`src/rtl/alu32_pkg.sv`:
```
// Opcode encodings and legality check shared by the ALU and its schedulers.
// Pure definitions: no latency, no backpressure.
// Used by every block that drives or decodes an ALU opcode.
package alu32_pkg;

  localparam int ALU_SEL_W = 4;

  localparam logic [ALU_SEL_W-1:0] OP_ADD = 4'b0000;
  localparam logic [ALU_SEL_W-1:0] OP_SUB = 4'b0010;
  localparam logic [ALU_SEL_W-1:0] OP_AND = 4'b0011;
  localparam logic [ALU_SEL_W-1:0] OP_OR  = 4'b0100;
  localparam logic [ALU_SEL_W-1:0] OP_XOR = 4'b0101;
  localparam logic [ALU_SEL_W-1:0] OP_SLT = 4'b0111;
  localparam logic [ALU_SEL_W-1:0] OP_SLL = 4'b1000;
  localparam logic [ALU_SEL_W-1:0] OP_SRL = 4'b1001;

  function automatic logic is_legal_op(input logic [ALU_SEL_W-1:0] sel);
    case (sel)
      OP_ADD, OP_SUB, OP_AND, OP_OR, OP_XOR, OP_SLT, OP_SLL, OP_SRL: is_legal_op = 1'b1;
      default:                                                       is_legal_op = 1'b0;
    endcase
  endfunction

endpackage

```
`src/rtl/alu32_rr_sched_pkg.sv`:
```
// Scheduler-local types: FSM state encoding and the latched operand bundle.
// Pure definitions: no latency, no backpressure.
// Shared by the scheduler top and anything that inspects its state.
package alu32_rr_sched_pkg;
  import alu32_pkg::*;

  typedef enum logic [1:0] {
    ST_IDLE = 2'd0,
    ST_EXEC = 2'd1,
    ST_RESP = 2'd2
  } state_t;

  typedef struct packed {
    logic [31:0]          a;
    logic [31:0]          b;
    logic [ALU_SEL_W-1:0] sel;
  } op_t;

endpackage

```
`src/rtl/alu32_rr_sched_if.sv`:
```
// Request/response bundle between issuing clients (master) and the scheduler (slave).
// Wires only: no latency; Req_Ready and Rsp_Ready carry the backpressure.
// Per-requester fields are packed with requester i at the i-th slice.
interface alu32_rr_sched_if
  import alu32_pkg::*;
#(
  parameter int NUM_REQ = 4,
  parameter int ID_W    = 2
);
  logic [NUM_REQ-1:0]           Req_Valid;
  logic [NUM_REQ-1:0]           Req_Ready;
  logic [32*NUM_REQ-1:0]        Req_A;
  logic [32*NUM_REQ-1:0]        Req_B;
  logic [ALU_SEL_W*NUM_REQ-1:0] Req_Sel;
  logic                         Rsp_Valid;
  logic                         Rsp_Ready;
  logic [ID_W-1:0]              Rsp_Id;
  logic [31:0]                  Rsp_Out;
  logic                         Rsp_Carry;
  logic                         Rsp_Err;
  logic                         Busy;

  modport master (
    output Req_Valid, Req_A, Req_B, Req_Sel, Rsp_Ready,
    input  Req_Ready, Rsp_Valid, Rsp_Id, Rsp_Out, Rsp_Carry, Rsp_Err, Busy
  );

  modport slave (
    input  Req_Valid, Req_A, Req_B, Req_Sel, Rsp_Ready,
    output Req_Ready, Rsp_Valid, Rsp_Id, Rsp_Out, Rsp_Carry, Rsp_Err, Busy
  );
endinterface

```
`src/rtl/alu32.sv`:
```
// Combinational 32-bit ALU; CarryOut is meaningful for ADD/SUB only.
// Latency: 0 cycles (pure combinational).
// Backpressure: none; caller registers inputs/outputs as needed.
module alu32
  import alu32_pkg::*;
(
  input  logic [31:0]          A,
  input  logic [31:0]          B,
  input  logic [ALU_SEL_W-1:0] ALU_Sel,
  output logic [31:0]          ALU_Out,
  output logic                 CarryOut
);
  logic [32:0] sum;
  logic [32:0] diff;

  assign sum  = {1'b0, A} + {1'b0, B};
  // SUB carry is the no-borrow flag of A + ~B + 1, i.e. set when A >= B unsigned.
  assign diff = {1'b0, A} + {1'b0, ~B} + 33'd1;

  always_comb begin
    ALU_Out  = '0;
    CarryOut = 1'b0;
    case (ALU_Sel)
      OP_ADD: {CarryOut, ALU_Out} = sum;
      OP_SUB: {CarryOut, ALU_Out} = diff;
      OP_AND: ALU_Out = A & B;
      OP_OR:  ALU_Out = A | B;
      OP_XOR: ALU_Out = A ^ B;
      OP_SLT: ALU_Out = {31'd0, $signed(A) < $signed(B)};
      OP_SLL: ALU_Out = A << B[4:0];
      OP_SRL: ALU_Out = A >> B[4:0];
      default: ;
    endcase
  end
endmodule

```
`src/rtl/alu32_rr_sched_rr_arbiter.sv`:
```
// Round-robin arbiter: one-hot grant to the first request at or after ptr, wrapping.
// Latency: 0 cycles (combinational); the caller owns and advances the pointer.
// Backpressure: grant is only a proposal; the caller decides whether it is taken.
module rr_arbiter #(
  parameter int N  = 4,
  parameter int IW = 2
) (
  input  logic [N-1:0]  req,
  input  logic [IW-1:0] ptr,
  output logic [N-1:0]  grant,
  output logic [IW-1:0] idx,
  output logic          any
);
  always_comb begin
    grant = '0;
    idx   = '0;
    any   = 1'b0;
    for (int k = 0; k < N; k++) begin
      if (!any && req[(int'(ptr) + k) % N]) begin
        any                        = 1'b1;
        grant[(int'(ptr) + k) % N] = 1'b1;
        idx                        = IW'((int'(ptr) + k) % N);
      end
    end
  end
endmodule

```
`src/rtl/alu32_rr_sched.sv`:
```
// Shares one alu32 between NUM_REQ requesters via round-robin grant, returns tagged results.
// Latency: accept in cycle T, Rsp_Valid from T+2; one op in flight, 1 op per 3 cycles max.
// Backpressure: Rsp_Ready low holds RESP with Rsp_* stable; Req_Ready stays 0 until IDLE.
module alu32_rr_sched
  import alu32_pkg::*;
  import alu32_rr_sched_pkg::*;
#(
  parameter int NUM_REQ = 4,
  parameter int ID_W    = 2
) (
  input logic              clk,
  input logic              rst_n,
  alu32_rr_sched_if.slave  bus
);
  state_t              state;
  logic [ID_W-1:0]     rr_ptr;
  logic [NUM_REQ-1:0]  win_gnt;
  logic [ID_W-1:0]     win_idx;
  logic                win_any;
  op_t                 op_q;
  logic [ID_W-1:0]     id_q;
  logic [31:0]         alu_out;
  logic                alu_carry;

  rr_arbiter #(.N(NUM_REQ), .IW(ID_W)) u_arb (
    .req   (bus.Req_Valid),
    .ptr   (rr_ptr),
    .grant (win_gnt),
    .idx   (win_idx),
    .any   (win_any)
  );

  alu32 u_alu (
    .A        (op_q.a),
    .B        (op_q.b),
    .ALU_Sel  (op_q.sel),
    .ALU_Out  (alu_out),
    .CarryOut (alu_carry)
  );

  // Grant is offered only in IDLE and out of reset, so a proposal is always taken.
  assign bus.Req_Ready = (rst_n && state == ST_IDLE) ? win_gnt : '0;
  assign bus.Busy      = (state != ST_IDLE);

  always_ff @(posedge clk) begin
    if (!rst_n) begin
      state         <= ST_IDLE;
      rr_ptr        <= '0;
      op_q          <= '0;
      id_q          <= '0;
      bus.Rsp_Valid <= 1'b0;
      bus.Rsp_Id    <= '0;
      bus.Rsp_Out   <= '0;
      bus.Rsp_Carry <= 1'b0;
      bus.Rsp_Err   <= 1'b0;
    end else begin
      case (state)
        ST_IDLE: begin
          if (win_any) begin
            op_q.a   <= bus.Req_A[32*int'(win_idx) +: 32];
            op_q.b   <= bus.Req_B[32*int'(win_idx) +: 32];
            op_q.sel <= bus.Req_Sel[ALU_SEL_W*int'(win_idx) +: ALU_SEL_W];
            id_q     <= win_idx;
            rr_ptr   <= (win_idx == ID_W'(NUM_REQ - 1)) ? '0 : win_idx + ID_W'(1);
            state    <= ST_EXEC;
          end
        end
        ST_EXEC: begin
          bus.Rsp_Id    <= id_q;
          bus.Rsp_Valid <= 1'b1;
          if (is_legal_op(op_q.sel)) begin
            bus.Rsp_Out   <= alu_out;
            bus.Rsp_Carry <= alu_carry;
            bus.Rsp_Err   <= 1'b0;
          end else begin
            bus.Rsp_Out   <= '0;
            bus.Rsp_Carry <= 1'b0;
            bus.Rsp_Err   <= 1'b1;
          end
          state <= ST_RESP;
        end
        ST_RESP: begin
          if (bus.Rsp_Ready) begin
            bus.Rsp_Valid <= 1'b0;
            state         <= ST_IDLE;
          end
        end
        default: state <= ST_IDLE;
      endcase
    end
  end
endmodule

```
`src/flat_wrapper.sv`:
```
// flat-port wrapper written by rule: the top's interface ports become plain ports
module alu32_rr_sched_flat import alu32_pkg::*; import alu32_rr_sched_pkg::*;
#(
  parameter int NUM_REQ = 4,
  parameter int ID_W    = 2
)
  (clk, rst_n, bus_Req_Valid, bus_Req_A, bus_Req_B, bus_Req_Sel, bus_Rsp_Ready, bus_Req_Ready, bus_Rsp_Valid, bus_Rsp_Id, bus_Rsp_Out, bus_Rsp_Carry, bus_Rsp_Err, bus_Busy);
  alu32_rr_sched_if #(.NUM_REQ(NUM_REQ), .ID_W(ID_W)) bus_i ();
  input logic clk;
  input logic rst_n;
  input wire logic [$bits(bus_i.Req_Valid)-1:0] bus_Req_Valid;
  input wire logic [$bits(bus_i.Req_A)-1:0] bus_Req_A;
  input wire logic [$bits(bus_i.Req_B)-1:0] bus_Req_B;
  input wire logic [$bits(bus_i.Req_Sel)-1:0] bus_Req_Sel;
  input wire logic [$bits(bus_i.Rsp_Ready)-1:0] bus_Rsp_Ready;
  output wire logic [$bits(bus_i.Req_Ready)-1:0] bus_Req_Ready;
  output wire logic [$bits(bus_i.Rsp_Valid)-1:0] bus_Rsp_Valid;
  output wire logic [$bits(bus_i.Rsp_Id)-1:0] bus_Rsp_Id;
  output wire logic [$bits(bus_i.Rsp_Out)-1:0] bus_Rsp_Out;
  output wire logic [$bits(bus_i.Rsp_Carry)-1:0] bus_Rsp_Carry;
  output wire logic [$bits(bus_i.Rsp_Err)-1:0] bus_Rsp_Err;
  output wire logic [$bits(bus_i.Busy)-1:0] bus_Busy;
  assign bus_i.Req_Valid = bus_Req_Valid;
  assign bus_i.Req_A = bus_Req_A;
  assign bus_i.Req_B = bus_Req_B;
  assign bus_i.Req_Sel = bus_Req_Sel;
  assign bus_i.Rsp_Ready = bus_Rsp_Ready;
  assign bus_Req_Ready = bus_i.Req_Ready;
  assign bus_Rsp_Valid = bus_i.Rsp_Valid;
  assign bus_Rsp_Id = bus_i.Rsp_Id;
  assign bus_Rsp_Out = bus_i.Rsp_Out;
  assign bus_Rsp_Carry = bus_i.Rsp_Carry;
  assign bus_Rsp_Err = bus_i.Rsp_Err;
  assign bus_Busy = bus_i.Busy;
  alu32_rr_sched #(.NUM_REQ(NUM_REQ), .ID_W(ID_W)) u_core (.clk(clk), .rst_n(rst_n), .bus(bus_i));
endmodule
```
`config.mk`:
```
export PLATFORM = sky130hd
export DESIGN_NAME = alu32_rr_sched_flat
export DESIGN_NICKNAME = d
export VERILOG_FILES = /design/src/rtl/alu32_pkg.sv /design/src/rtl/alu32_rr_sched_pkg.sv /design/src/rtl/alu32_rr_sched_if.sv /design/src/rtl/alu32.sv /design/src/rtl/alu32_rr_sched_rr_arbiter.sv /design/src/rtl/alu32_rr_sched.sv /design/src/flat_wrapper.sv
export SDC_FILE = /design/constraint.sdc
export NUM_CORES = 1
export LEC_CHECK = 0
export CAP_MARGIN = 20
export CORE_MARGIN = 10
export CORE_UTILIZATION = 53
export DETAILED_ROUTE_END_ITERATION = 10
export PLACE_DENSITY = 0.83
export RECOVER_POWER = 25
export SLEW_MARGIN = 25
export SYNTH_ARGS = -nofsm -noshare
export SYNTH_HDL_FRONTEND = slang
export SYNTH_SLANG_ARGS = --single-unit
```
`constraint.sdc`:
```
create_clock -name clk -period 5.1 [get_ports clk]
set_input_delay 0.765 -clock clk [delete_from_list [all_inputs] [get_ports clk]]
set_output_delay 0.765 -clock clk [all_outputs]
set_load 0.1 [all_outputs]
```
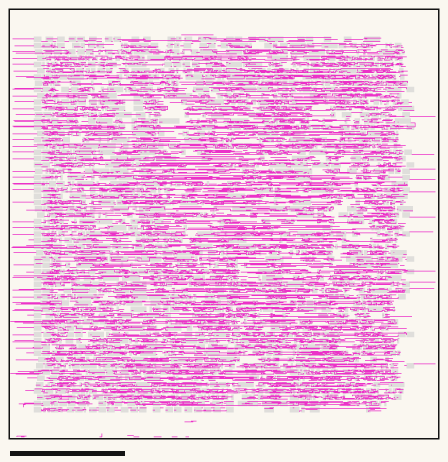
**Above:** signal wires on met1.
The bar under the picture is 50 µm long. Cells faint in the background.
share of all routed wire: 35%
longest straight run: 51.5 µm
main direction: horizontal

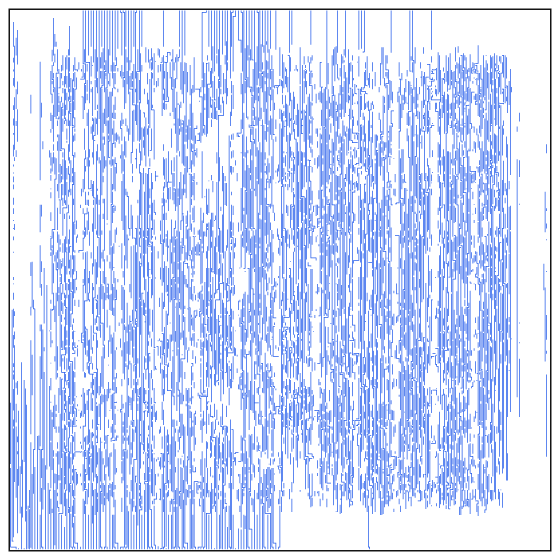
**Above:** met2 routing.
nets with wire on the layer: 2222
longest straight run: 81.6 µm
wire length on this layer: 31.9 mm
share of all routed wire: 45%
main direction: vertical

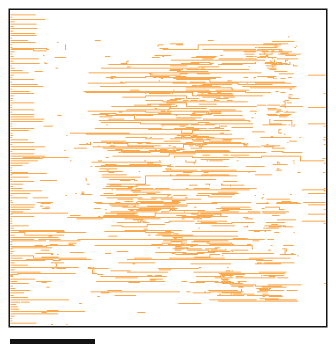
**Above:** metal 3.
The bar under the picture is 50 µm long.
longest straight run: 101 µm
main direction: horizontal
wire length on this layer: 9940 µm
nets with wire on the layer: 536
share of all routed wire: 14%

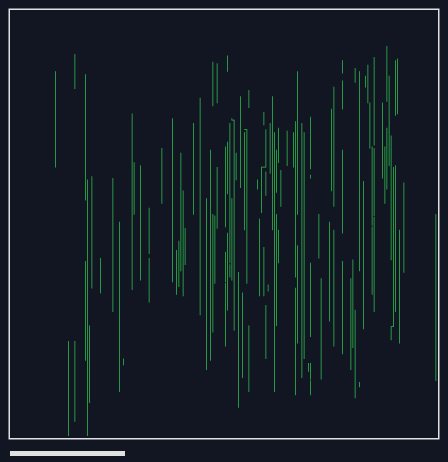
**Above:** metal 4.
The bar under the picture is 50 µm long.
nets with wire on the layer: 103
wire length on this layer: 4410 µm
main direction: vertical
share of all routed wire: 6.2%
longest straight run: 112 µm

==> results.yml <==
# flow metrics
cells_and_area:
  drive_gt1_frac: 0.0674
  flops: 112
  clk_share: 0.0162
  inv_count: 107
  finalNetCount: 2727
  fin_util: 0.676
  final_cell_mix: "370 x nand2_1, 282 x clkdlybuf4s50_1, 235 x nor2_1, 211 x a21oi_1, 127 x o21ai_0"
  n_antenna_cell: 1
  instances_no_fill: 2671
  ff_latch_area_um2: 2240
  final_area_um2: 18200
  comb_share: 0.614
  clockBufferCount: 9
  buffer_area_frac: 0.201
  comb.multi_input.count: 1717
  layout_top_cell: "nand2_1"
  mi_logic_area_um2: 11200
  num-nonclk-buffers: 377
  top_regs: "u_core.op_q (68), u_core.bus.Rsp_Out (32)"
  regMostFlops: "u_core.op_q"
  seq_share: 0.123
critical_path:
  endpoint_kind: "register"
  rrSetupSlack_ps: 800
  worst-path-buf-inv: 3
  crit_path_top_delay_cell: "mux4_2"
  cp-start-kind: "register"
  critPathLaunch: "u_core.rr_ptr[1]"
  path_cells: "inv_1 > ha_1 > mux4_2 > nor2b_1 > o21ai_1 > and2_4 > clkinv_2 > buf_12 > nand2_1 > and3_1 > a311oi_1 > a21oi_1 > nor2_1"
  crit_type: "register to register"
  cp.depth: 13
  cp_max_fo: 31
  slowest_delay_ps: 620
  r2r-start: "u_core.rr_ptr[1]"
  reg2reg_to: "u_core.op_q[4]"
  endpoint: "u_core.op_q[4]"
grt:
  met2_usage: 0.624
  grtUsageMet3: 0.131
  grtUsageTotal: 0.401
  grt_use_met1: 0.473
  grt-busiest-layer: "met2"
  overflow: 0
  grt_pass1_wl_um: 106000
  grt_max_degree: 132
yosys:
  common_cells: "370 x nand2_1, 235 x nor2_1, 211 x a21oi_1"
  edf_count: 0
  adder_share: 0.108
  syn_area_per_cell_um2: 6.87
  synthMuxAreaShare: 0.112
  seq_area_frac_synth: 0.155
  synth_cell_type_count: 73
  yosys.area_share.xor_xnor: 0.0151
  synth-compound-area-share: 0.283
  synthCells: 2112
  ys_cells: 2112
  yosysTopAreaCell: "dfxtp_1"
  flop_cell: "dfxtp_1"
  synth_top_area_share: 0.155
  ys_sh_simple: 0.252
  syn_area_um2: 14500
  synth_flop_count: 112
  area_leaders: "dfxtp_1 15%, ha_1 11%, nand2_1 9.6%"
  ys_chip_area_um2: 14500
die:
  die-area_um2: 34400
  dieWidth_um: 185
  nWellTaps: 341
  fp_util: 0.538
  core_area_um2: 27000
  row_count: 60
  die_h_um: 185
  ios: 321
detailed_routing:
  dr_total_vias: 18200
  dr_wl_met2_um: 31900
  viasPerCell: 6.80
  ant_nets: 0
  drc: 0
  drt_iter0_markers: 2790
  top_layer_used: "met5"
  wl_per_cell_um: 26.8
  first_pass_iters: 7
  wl_um: 71500
sta:
  hold_viol: 0
  setup_violations: 0
  fin_skew_ps: 20.4
  finalCritPeriodShare: 0.843
  slew_headroom: -0.0612
  fmax_mhz: 232
  min_period_ps: 4300
  holdWs_ps: 464
  setup_tns_ps: 0
  rsz0062_at_grt: "no"
  fin_ws_ps: 799
  slew_violations: 76
clock_network:
  clk_pin_slew_ps: 80
  numCtsBuffers: 9
  holdBufCountCts: 0
  cts_setup_buffers: 0
  clockBufferDepth: 2
  insertion_delay_ps: 380
  cts_htree_levels: 3
  numClockSinks: 112
  tritoncts: "done"
  cts-root-buf: "clkbuf_16"
  ctsResizeCount: 0
hold_path:
  holdPathStages: 2
  worstHoldStart: "u_core.bus.Rsp_Id[1]"
  holdPathEnd: "u_core.bus.Rsp_Id[1]"
power_and_ir_drop:
  p_clk_frac: 0.066
  seq-power_mw: 1.64
  fin_total_pwr_mw: 11.5
  power.internal_mw: 4.57
  powerDensity_nw_per_um2: 633
  netSwitchingFraction: 0.603
  p_leak_nw: 7.52
  pg_clk_mw: 0.758
  power.net_switching_mw: 6.95
  pg_comb_mw: 9.12
  power_frac_comb: 0.792
run:
  cap_viol_max_count: 1
  warning_count: 118
placed_design:
  post_dp_cell_area_um2: 17900
  dp_cells: 2654
  gp_congestion: 1.12
  hpwlAfterDp_um: 56300
run_status:
  violations: "capacitance limit, slew limit"
  status: "finished, violations left"
